**config.mk**
```make
export PLATFORM = sky130hd
export DESIGN_NAME = counter_seq_ctrl
export DESIGN_NICKNAME = d
export VERILOG_FILES = /design/src/rtl/counter_seq_ctrl.sv
export SDC_FILE = /design/constraint.sdc
export NUM_CORES = 1
export LEC_CHECK = 0
export CAP_MARGIN = 0
export CORE_ASPECT_RATIO = 1.2
export CORE_UTILIZATION = 30
export DETAILED_ROUTE_END_ITERATION = 7
export GPL_ROUTABILITY_DRIVEN = 0
export HOLD_SLACK_MARGIN = 0.1
export PLACE_DENSITY_LB_ADDON = 0.05
export SYNTH_ARGS = -nofsm -noshare
export SYNTH_HDL_FRONTEND = slang
export SYNTH_SLANG_ARGS = --single-unit
```
**constraint.sdc**
```tcl
create_clock -name clk -period 2.65 [get_ports clk]
set_input_delay 0.3975 -clock clk [delete_from_list [all_inputs] [get_ports clk]]
set_output_delay 0.3975 -clock clk [all_outputs]
set_load 0.02 [all_outputs]
```
**src/rtl/counter_seq_ctrl.sv**
```systemverilog
// Purpose: sequences an external free-running counter from a preload value to a terminal count, once or repeatedly.
// Latency: LOAD strobe the cycle after start is accepted; done pulses the cycle after the matching RUN cycle.
// Backpressure: none; start while busy is dropped, abort returns to IDLE at the next edge.
module counter_seq_ctrl #(
    parameter int WIDTH  = 4,
    parameter int PASS_W = 8
) (
    input  logic              clk,
    input  logic              reset,
    input  logic              start,
    input  logic [WIDTH-1:0]  cfg_start,
    input  logic [WIDTH-1:0]  cfg_end,
    input  logic              cfg_repeat,
    input  logic              abort,
    input  logic [WIDTH-1:0]  cnt_count,
    output logic              cnt_load,
    output logic [WIDTH-1:0]  cnt_load_data,
    output logic              busy,
    output logic              done,
    output logic [PASS_W-1:0] pass_cnt
);

    typedef enum logic [1:0] {
        IDLE = 2'd0,
        LOAD = 2'd1,
        RUN  = 2'd2,
        DONE = 2'd3
    } state_t;

    state_t              state_q, state_d;
    logic [WIDTH-1:0]    start_val_q, start_val_d;
    logic [WIDTH-1:0]    end_val_q, end_val_d;
    logic                repeat_q, repeat_d;
    logic [PASS_W-1:0]   pass_cnt_q, pass_cnt_d;
    logic                cnt_load_q, cnt_load_d;
    logic                busy_q, busy_d;
    logic                done_q, done_d;

    always_comb begin
        state_d     = state_q;
        start_val_d = start_val_q;
        end_val_d   = end_val_q;
        repeat_d    = repeat_q;
        pass_cnt_d  = pass_cnt_q;

        case (state_q)
            IDLE: begin
                if (start && !abort) begin
                    start_val_d = cfg_start;
                    end_val_d   = cfg_end;
                    repeat_d    = cfg_repeat;
                    pass_cnt_d  = '0;
                    state_d     = LOAD;
                end
            end
            LOAD: begin
                state_d = abort ? IDLE : RUN;
            end
            RUN: begin
                // abort wins over a coincident match: no increment, no done
                if (abort) begin
                    state_d = IDLE;
                end else if (cnt_count == end_val_q) begin
                    if (pass_cnt_q != {PASS_W{1'b1}}) begin
                        pass_cnt_d = pass_cnt_q + PASS_W'(1);
                    end
                    state_d = repeat_q ? LOAD : DONE;
                end
            end
            DONE: begin
                state_d = IDLE;
            end
            default: begin
                state_d = IDLE;
            end
        endcase

        // outputs are registered copies decoded from the next state
        cnt_load_d = (state_d == LOAD);
        busy_d     = (state_d != IDLE);
        done_d     = (state_d == DONE);
    end

    always_ff @(posedge clk) begin
        if (reset) begin
            state_q     <= IDLE;
            start_val_q <= '0;
            end_val_q   <= '0;
            repeat_q    <= 1'b0;
            pass_cnt_q  <= '0;
            cnt_load_q  <= 1'b0;
            busy_q      <= 1'b0;
            done_q      <= 1'b0;
        end else begin
            state_q     <= state_d;
            start_val_q <= start_val_d;
            end_val_q   <= end_val_d;
            repeat_q    <= repeat_d;
            pass_cnt_q  <= pass_cnt_d;
            cnt_load_q  <= cnt_load_d;
            busy_q      <= busy_d;
            done_q      <= done_d;
        end
    end

    assign cnt_load      = cnt_load_q;
    assign cnt_load_data = start_val_q;
    assign busy          = busy_q;
    assign done          = done_q;
    assign pass_cnt      = pass_cnt_q;

endmodule

```
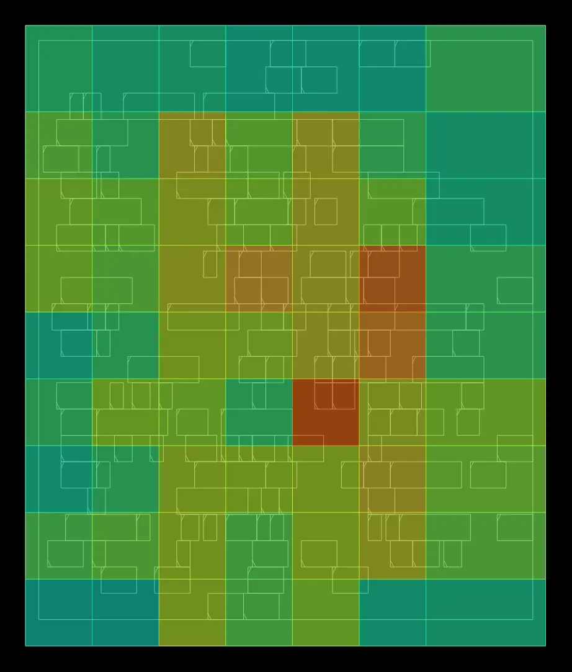
*Track usage over the die, run 1*
total global-route track usage: 14.9%
met3 Use GR: 3.10%
routed wire length per instance: 11.9 microns

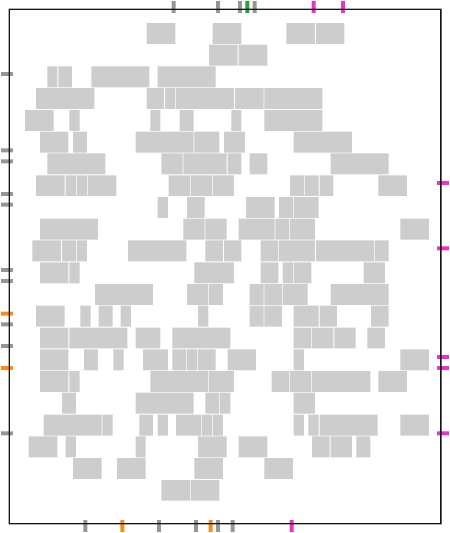
*Ports around the boundary, run 1*
Scale: 8 px per micron. Pins as bars across the die edge, other pins in gray.
| port | color | pins | direction | edge |
|---|---|---|---|---|
| `pass_cnt` | magenta | 8 | output | 5 east, 2 north, 1 south |
| `done` | green | 1 | output | north |
| `cfg_end` | orange | 4 | input | 2 west, 2 south |

==> summary.txt, run 1 <==
The layout was made with Yosys and OpenROAD.

The flow ran to the end, and the final reports show no timing, DRC or antenna violations. The design has 22 sequential cells. The final timing report lists a hold violation count of 0. The skew report gives the latency at the later pin of the worst-skew pair as roughly 300 ps. The area inside the core boundary is slightly above 0.003 sq mm.

Walking the worst path, the cells encountered are clkdlybuf4s50_1. The synthesized area per cell is 8.61 sq um. The count of mapped cells out of synthesis is 112. The number of antenna violations at the first check in global routing is 0.

The met2 layer wire length in the routed design is roughly 1200 microns. In the synthesized netlist, the dominant kind of combinational cell is simple AND/OR/NAND/NOR gates. The startpoint identified for the worst hold timing path is cnt_load_data[0]. Cells with a size suffix above 1 make up 7.48% of the layout. The largest net degree at the start of global routing is 15. The post-synthesis share of cell area spent on and-or and or-and gates is 15.8%. The end point of the critical path is pass_cnt[3].

The initialized floorplan defines 22 standard-cell rows. In the final timing run, aggregate negative setup slack is 0 ps. The final critical-path share of the clock period is 69.3%.

Sorting the synthesized cells by area gives the leading types as sky130_fd_sc_hd__dfxtp_1, sky130_fd_sc_hd__nand2_1, sky130_fd_sc_hd__a21oi_1. The classification of the worst-slack hold path is register to register. The clock buffer count is 4.

The synthesized netlist net count is roughly 130. The via count of the first global-routing pass was 904. According to the timing report, the data required time at the worst endpoint equals 2250 ps. Max-cap violations in this run came to 0.

Summing all flip-flop and latch instances after layout gives between 400 and 500 sq um. The setup path with the least slack is of type register to primary output. For reference, the mux area share after synthesis is 0%.

The switching part of the total is 23.9%. The terminus of the critical flop-to-flop path is pass_cnt[7]. The number of standard cells in the final layout excluding fillers is between 150 and 200. STA classifies the critical path startpoint as a register. The number of well taps is 36. At the pin with the least slew margin, the transition time is 509 ps. The script logs the ratio of routed vias to standard cells as 5.03. The flow measured a signed area growth from synthesis to layout of 41.6%. In the placement report, post-DP HPWL is listed as 1690 microns. The fill cell instance count of the final layout is 326. The iteration count of the initial detailed-routing pass is 4. The root buffer cell is sky130_fd_sc_hd__clkbuf_4. The portion of the layout cell area used by non-clock buffers is 24.4%. For this design, the slowest cell found on the critical path is sky130_fd_sc_hd__clkdlybuf4s50_1.

The starting density of the core is between 30% and 40%. The number of setup violations in the final report is 0. The part of the power in the clock network is 29.0%. For this design the static power due to leakage is between 0.0004 and 0.0005 uW.

The number of storage elements in the synthesis netlist is 22. Setup repair after global routing left no endpoint under its margin. The die is 64.1 microns tall. In this run the number of H-tree levels came out at 1.

The power dissipated in the clock network is 181 uW. The OpenROAD warning count is 26. The total overflow left after global routing is 0.

Per STA, the worst path accumulates the most delay in the family buffers and inverters. The startpoint of the worst register-to-register path is pass_cnt[0]. In the post-route report, total wirelength is listed as roughly 2200 microns.

The clock buffer and inverter area fraction after layout is under 10%. The top contributor to total power is registers. The maximum operating frequency is around 540 MHz. Of the total synthesized cell area, the portion taken by full adders, half adders and majority gates is ~1.3%.

The utilization after layout is 44.7%. Sequential power for this build is 349 uW. Summing all non-filler instances in the final layout gives an area of 0.00137 sq mm. The antenna diode count is 0. The critical path depth in cells is 1. Along the worst hold path, the cell count comes to 2. The proportion of cell area occupied by registers is 32.2%.

sky130_fd_sc_hd__dfxtp_1 takes more of the synthesized area than any other cell. The primary flip-flop cell chosen by synthesis mapping is sky130_fd_sc_hd__dfxtp_1. The wire length of the first global-routing pass is 3810 microns. The die is ~54 microns wide. The proportion of register bits with asynchronous set or reset after synthesis is 0%.
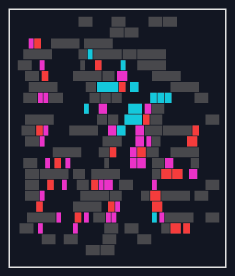
*Gate families picked out, run 1*
Scale: 4 px per micron.
| family | color | cells |
|---|---|---|
| inverting AOI/OAI gates | red | 22 |
| NOR gates | cyan | 12 |
| NAND gates | magenta | 33 |

### Where the registers sit, run 1

Scale: 4 px per micron.
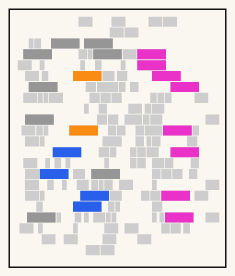

==> inputs of run 2 (changes only) <==
- clock period: 2.65 -> 1.9 ns (I/O delays scaled with it)
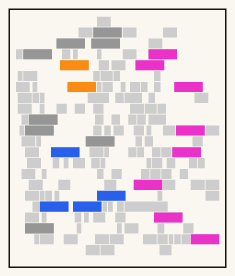
*Where the registers sit, run 2*
Scale: 4 px per micron.
| signal | color | placed flops |
|---|---|---|
| `state_q` | orange | 2 |
| `end_val_q` | blue | 4 |
| `pass_cnt` | magenta | 8 |

==> run 2 against run 1 <==
Power rose by 58%. Via count up 1.7%. Cell count rose by 1.6%. Core utilization increased by 1.3 points. Design area increased by 2.8%. Global-route usage grew 0.51 points. Routed wire length increased by 4.4%. Hold slack better by 5.7 ps.
==> summary.txt, run 2 <==
The layout was made with Yosys and OpenROAD.

At the later pin of the worst-skew pair, clock insertion delay measures 310 ps. The total global routing overflow is 0. The relative area change from synthesis to final layout is 45.7%. The number of buffers inserted during clock tree synthesis is 3. OpenROAD emitted warnings numbering 26.

The wire length recorded after detailed routing is 2270 microns. The run finished with clean final reports. The ratio of routed vias to standard cells is 5.04. The fill cell instance count of the final layout is 319. Per STA, the startpoint of the critical path is pass_cnt[3].

The switching part of the total is approximately 23%. The largest incremental delay on the critical path is approximately 650 ps. Per the CTS log, the maximum H-tree level is 1. Summed over the clock group, the power is 365 uW. The final antenna diode tally reported by the flow is 0. The worst hold slack is around 470 ps. The cell type contributing the most total cell area after synthesis is sky130_fd_sc_hd__dfxtp_1. The top contributor to total power is registers. The critical path depth in cells is 1.

The synthesis run identifies the leading combinational cell family as simple AND/OR/NAND/NOR gates. The utilization after layout is 46.0%. After synthesis the netlist holds a flip-flop and latch count of 22. The initialized floorplan defines 22 standard-cell rows.

The total track usage is 15.4%. The final timing summary puts the cycle share of the worst path at 90.9%. The part of the power in the clock network is 37.0%. Per the OpenROAD floorplan log, the height of the die is 64.1 microns. The proportion of cell area occupied by registers is 31.3%. The iteration count of the initial detailed-routing pass is 4. Entering global routing, the biggest net connects 14 pins. For the sequential group, total power comes out at ~490 uW. The startpoint of the worst register-to-register path is pass_cnt[0]. Post-synth the commonest register cell is sky130_fd_sc_hd__dfxtp_1. In the final layout, the share of cells above drive strength 1 is under 10%. The number of antenna violations at the first check in global routing came to 0. The parity-gate share of the synthesized area counting xor and xnor cells is 6.36%. The setup path with the least slack is of type register to primary output. Setup total negative slack on the finished layout was measured at 0 ps. The critical path ends at pass_cnt[3]. The finished layout holds 186 standard cells, fillers aside.

The synthesized netlist net count is 130. The multiplexer share of the synthesized area is 0%. The met2 layer wire length in the routed design is 1170 microns. The portion of the layout cell area used by non-clock buffers is between 20% and 30%. Per the layout area report, the register area comes to 440 sq um. The proportion of register bits with asynchronous set or reset after synthesis is 0%. The cell family contributing the most delay on the critical path is buffers and inverters. For reference, full adder, half adder and majority cells occupy 1.30% of the area reported after synthesis. The register with the most flip-flops in the layout has 8 of them. The worst setup path is launched from a register. The via count of the first global-routing pass is just over 900.

Cell internal power was estimated by the tool at 763 uW. The path class of the tightest hold or removal check is register to register. The main area contributors are sky130_fd_sc_hd__dfxtp_1, sky130_fd_sc_hd__nand2_1, sky130_fd_sc_hd__a21oi_1. The hold violation total from the final report is 0. The summed area of non-filler cells in the final layout is 0.00141 sq mm. Traced cell by cell, the critical path runs through clkdlybuf4s50_1. The area inside the core boundary is 0.00306 sq mm.

The per-cell routed wire length is between 10 and 15 microns. The static power due to leakage is 0.000483 uW. The met3 track demand over resource is 2.14%. The starting density of the core is between 30% and 40%. Once detailed placement completed, the half-perimeter wirelength came to 1740 microns.

The number of sequential cells reported for the layout is 22. In this run the clock root is driven by a sky130_fd_sc_hd__clkbuf_4. The wire length of the first global-routing pass is approximately 3900 microns. The terminus of the critical flop-to-flop path is pass_cnt[5]. The die outline width is about 54 microns. Setup repair after global routing left no endpoint under its margin. The final report lists the setup-violating endpoint count as 0. After Yosys synthesis, AND-OR and OR-AND compound gates account for 15.8% of the synthesized area.

In this build the clock could be raised as far as 579 MHz. The synthesized area per cell is 8.61 sq um. Among all stages on the critical path, the largest delay is contributed by sky130_fd_sc_hd__clkdlybuf4s50_1.

STA lists the startpoint of the worst hold path as cnt_load_data[3].
No activity file was given, so power comes from the tool's default toggle rates.
